run_1/floorplan.png
The bar under the picture is 20 um long. Pins as bars on the die edge. Tap cells in gray.
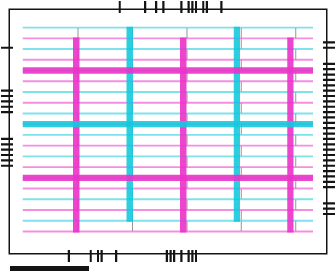
run_1/class_map.png
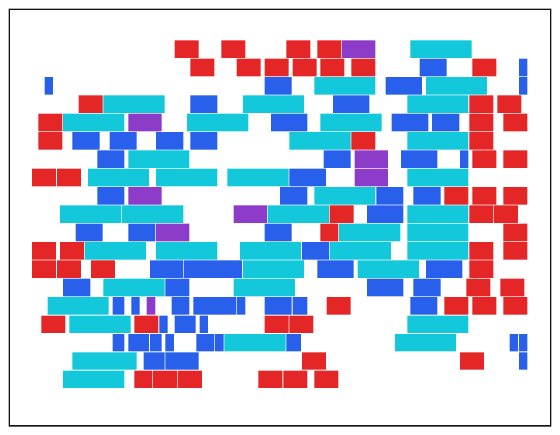
run_1/clock_wires.png
The bar under the picture is 20 um long.
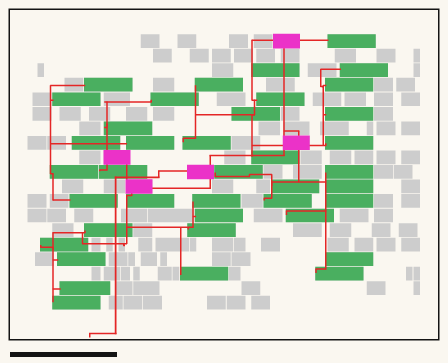
Design xadc_drp_axis_adapter_flat, sky130hd; sources not shown.
==> run notes, run 1 <==
The number of inserted filler cells in the final layout is 318, and the post-synth tally of flip-flops with integrated enable is 0. Among all stages on the critical path, the maximum delay recorded is 1.15 ns. The CTS root buffer is clkbuf_8.

TritonCTS built the clock tree. The number of unique standard cell types used by synthesis is 23. The run gives 43.32% for the core utilization before placement. In this run the register-to-register setup slack is 1.72 ns. The run gives 4.636 for the detail-routed via count per cell. In the layout the commonest cells are clkdlybuf4s50_1, dfrtp_1, mux2_2, mux2_4, clkbuf_8.

The placement summary gives the final routability congestion estimate as 0.7515. STA classifies the critical path endpoint as a primary output. Setup repair after global routing left no endpoint under its margin.

The prevailing post-synth register cell is dfrtp_1. Yosys reports the multiplexer fraction of the synthesized area as 24.75%. After technology mapping, the gate count stands at 106. The critical path's slowest cell was clkdlybuf4s50_1. Buffers inserted during clock tree synthesis total 5. The total number of warnings across the stage logs came out at 26. The synthesis report gives the async set-or-reset register share as 100.0%. The final hold violation count is 0.

The routed wire length is 3.112 mm. The detailed-route via count came out at 1,006. Per the finish-stage timing summary, setup violations number 0.

The register area share after synthesis is 59.30%, and the final hold slack is 0.5035 ns. The number of flip-flops and latches in the synthesized netlist is 39. The count of antenna diodes in the layout came out at 0. The layout-stage area growth over the synthesis result is 40.32%. The cell-mix breakdown from Yosys lists the simple-gate area share as 7.897%.

In this run the number of H-tree levels came out at 2. STA on the placed design reports a worst setup slack of 1.107 ns. The first detailed-routing pass took 3 iterations. The flow ran to the end, and the final reports show no timing, DRC or antenna violations. After the flow finishes, the layout carries non-filler instances totaling 217. For the number of design rule violations left after detail routing, the log shows 0.

Ranked by instance count, the synthesized netlist is headed by dfrtp_1, mux2_2, mux2_4. The initial antenna violation count came out at 0. With the arrival time at the worst endpoint at 1.81 ns, the count of nets after finishing is 186.

For the total placed instance area, the log shows 0.002212 mm^2. Most common cell after layout, fill and taps aside: clkdlybuf4s50_1. The run gives 1,024 as the number of global-route vias before repair.

In this run the count of I/O pins placed on the die edge is 64. The hold path depth was 1; the average routed wire per standard cell was 14.34 um. Measured against its own limit, the worst slew margin works out to 33.15%.

With the critical path depth in cells at 1, the synthesized-area fraction occupied by adder cells is 0%. The logs give 0.9982 ns for the final worst setup slack and 0.001648 mm^2 for the chip area from the yosys synthesis statistics. The run gives 0 as the final global-route overflow total. Looking at the max-slew report, the worst-margin pin has a slew of 0.9996 ns. The setup fix buffers added after clock tree synthesis is 0.

In the final report, the number of pins over their slew limit comes to 0. The combinational cell area excluding buffers and inverters is 590.6 um^2. Port buffering added 57 buffers. The run gives 0 as the hold buffer count at CTS. By area the synthesized netlist is led by dfrtp_1, mux2_2, mux2_4.

The critical path startpoint category is a register. The utilization of the core after routing came out at 60.79%. The cell sequence reported for the critical path is clkdlybuf4s50_1. For the largest net degree at the start of global routing, the log shows 21.

The run gives 1 for the worst path buffer plus inverter count. With the number of warnings printed during yosys synthesis at 0, the compound-cell area share of the yosys netlist is 1.291%. The run gives 0 as the total of max-cap violations.

dfrtp_1 takes more of the synthesized area than any other cell. Grouping non-sequential cells by family puts the most area in multiplexers. CTS saw 39 sinks.
## Picture notes: floorplan.png
| net | color |
|---|---|
| VSS | magenta |
| VDD | cyan |
signal pins: 64
rows: 19
met4 straps: 5
met1 rails: 20
met5 straps: 3
die height: 61.59 um
core area: 0.003804 mm^2
DIE WIDTH: 80.12 um

## Picture notes: class_map.png
| class | color | cells | share of their area |
|---|---|---|---|
| sequential cells | cyan | 39 | 43% |
| remaining logic cells | blue | 60 | 26% |
| clock drivers and dummy loads | purple | 8 | 4.5% |
| remaining buffers and delay cells | red | 58 | 26% |
placement row count: 19
flop share of the area: 42.26%

## Picture notes: clock_wires.png
[clock wires] red | length: 434 um
[flip-flops] green | count: 39
[clock-net drivers] magenta | count: 5
routed clock nets: 6
clk ins delay skew pair: 0.28 ns
clk_skew: 0.003047 ns

## run 1: cell type report
class / count / area share, %
clock buffer: 8 / 4.329
timing repair buffer: 58 / 24.89
sequential: 39 / 42.26
inverter: 1 / 0.1623
multi-input combinational: 59 / 25.54
tap: 52 / 2.814
## run 1: per-layer routing
metal / global-route usage, % / part of all wire, % / vias up
met5: 0 / 0 / -
li1: - / - / 466
met4: 5.060 / 0.93 / 0
met3: 4.386 / 9.1 / 2
met1: 17.02 / 44 / 491
met2: 21.11 / 46 / 47
==> run 2: changes to the inputs <==
==> constraint.sdc (replaced) <==
create_clock -name xadc_dclk -period 2.3 [get_ports xadc_dclk]
set_input_delay 0.345 -clock xadc_dclk [delete_from_list [all_inputs] [get_ports xadc_dclk]]
set_output_delay 0.345 -clock xadc_dclk [all_outputs]
set_load 0.1 [all_outputs]
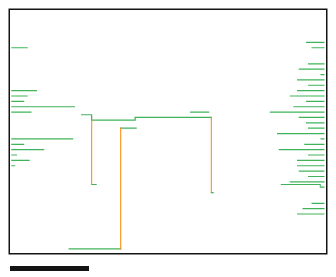
run_2/layers.png
The bar under the picture is 20 um long. Two of the layers only.
| layer | color | wire length |
|---|---|---|
| M4 | orange | 66.0 um |
| M3 | green | 303 um |
global routing usage summed across all routing layers: 14.68%
aggregate routed wire length: 3.230 mm
vias: 1,031
DR WL/cell: 14.82 um

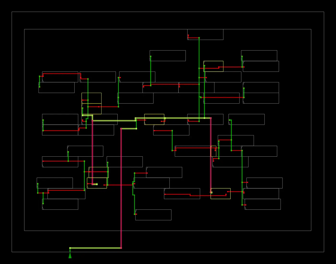
run_2/clock_nets.png
clock tree sinks: 39
tally of clock buffers in the finished layout: 8
registers: 39
clk_skew: 0.004266 ns

==> run 2 against run 1 <==
Worst setup slack lost 0.43 ns. Global-route usage grew 1.5 points. Highest routed layer unchanged. Clock skew grew 0.0012 ns. Sequential share of layout area grew 1.3 points. Synthesized cell count is the same.
==> run notes, run 2 <==
The run finished with clean final reports. The arrival time at the worst endpoint was 1.90 ns (+0.09 ns).

The number of cells in the finished layout apart from fillers was 218 (+0.46%); the number of warnings printed during yosys synthesis was 0 (unchanged). In this run the layout overhead on the synthesized area is reported as 36.22%. By count the netlist is led by dfrtp_1, mux2_2, mux2_4.

The height of the die came out at 61.59 um (unchanged). The tools report the chip area from the yosys synthesis statistics as 0.001648 mm^2 (unchanged). The wire length on met1 came out at 1.374 mm (-0.29%). The run gives 2 (unchanged) for the deepest level of the CTS H-tree. Among all flip-flop cells after synthesis, the most frequent one is dfrtp_1. The detail-routed via count per cell was 4.729 (+2.0%); the core utilization before placement was 43.32% (unchanged).

The tools report the number of detailed-routing iterations run before antenna repair as 4 (+1). The worst setup slack for register-to-register paths is 0.70 ns (-1.02 ns). The run gives 4 (+3) for the critical path depth in cells. STA classifies the critical path endpoint as a register. The critical path's slowest cell was clkdlybuf4s50_1. The clock latency at the later pin of the worst-skew pair is 0.28 ns (about the same). The run gives 0 (unchanged) as the count of antenna diodes in the layout.

The hold buffer count at CTS is 0 (unchanged). Number of flip-flops and latches in the synthesized netlist: 39 (unchanged). The run gives 0 (unchanged) for the total of max-cap violations. The run gives 0 (unchanged) for the final global-route overflow total. Per the CTS log, the root buffer master is clkbuf_8. The synthesized-area fraction occupied by adder cells came out at 0% (unchanged). For the number of cells produced by synthesis, the log shows 106 (unchanged). Sorting the synthesized cells by area gives the leading types as dfrtp_1, mux2_2, mux2_4. The number of unique standard cell types used by synthesis came out at 23 (unchanged). The final-report max-slew violation count was 0 (unchanged). Setup repair after global routing left no endpoint under its margin. The setup slack at placement came out at 0.2261 ns (-0.8810 ns). The most common logic cells in the final layout are dfrtp_1, buf_4, mux2_2, clkdlybuf4s50_1, mux2_4.

The utilization of the core after routing is 59.01% (-1.8 points). The critical path startpoint category was a primary input. With the final hold slack at 0.3448 ns (-0.1587 ns), the final worst setup slack is 0.5684 ns (-0.4298 ns). The run gives 303 um (+7.4%) as the met3 wire length.

The total core area came out at 0.003804 mm^2 (unchanged). The run gives 0 (unchanged) as the total setup violations reported at the end of the flow.

The highest metal layer carrying signal wires in the routed design is met4. Per the cell usage report, the commonest logic cell in the layout is dfrtp_1.

The total number of warnings across the stage logs came out at 26 (unchanged). The count of input and output buffers works out to 57 (unchanged). The run gives 311 (-2.2%) as the number of inserted filler cells in the final layout. The number of design rule violations left after detail routing was 0 (unchanged). Total placed instance area: 0.002145 mm^2 (-3.1%).

The final hold violation count was 0 (unchanged). The tools report the count of nets after finishing as 187 (+0.54%). The share of flip-flops with an asynchronous set or reset is 100.0% (unchanged), and the number of global-route vias before repair is 1,085 (+6.0%).

The largest total area in the synthesized netlist belongs to dfrtp_1. The biggest cell delay along the critical path was 0.53 ns (-0.62 ns); the register area share after synthesis was 59.30% (unchanged). The fraction of the mapped netlist area in simple logic gates is 7.897% (unchanged), and the placer's final routability congestion estimate is 0.7378 (-1.8%).

The worst path buffer plus inverter count works out to 1 (unchanged). The run gives 80.12 um (unchanged) for the floorplan die width. With the number of placed I/O pins at 64 (unchanged), the setup fix buffers added after clock tree synthesis is 0 (unchanged).
==> run 2: cell counts after synthesis <==
No cell type changed its count.
==> run 2: layout make-up <==
type	count	area share, %
inverter	1	0.1672
clock buffer	8	4.459
tap	52	2.899
multi-input combinational	59	26.31
sequential	39	43.53
timing repair buffer	59	22.63
==> run 2: metal layers <==
metal,vias to the layer above,GRT usage (%)
met3,6,4.386
met1,503,17.91
li1,472,-
met4,0,7.952
met5,-,0
met2,50,23.94
==> run 2: cells by family (layout without fill, tap and decap cells) <==
logic type	after synthesis	in the layout
simple gates	16	16
compound gates	3	3
mux	33	33
xor+xnor	1	1
flops	39	39
other cells	2	6
buf+inv	12	68
==> run 2: worst register-to-register path: stages, from the launching register on <==
cell      delay, ns
dfrtp_1        0.48
nor2b_4        0.23
nand4b_4       0.36
mux2_4         0.42
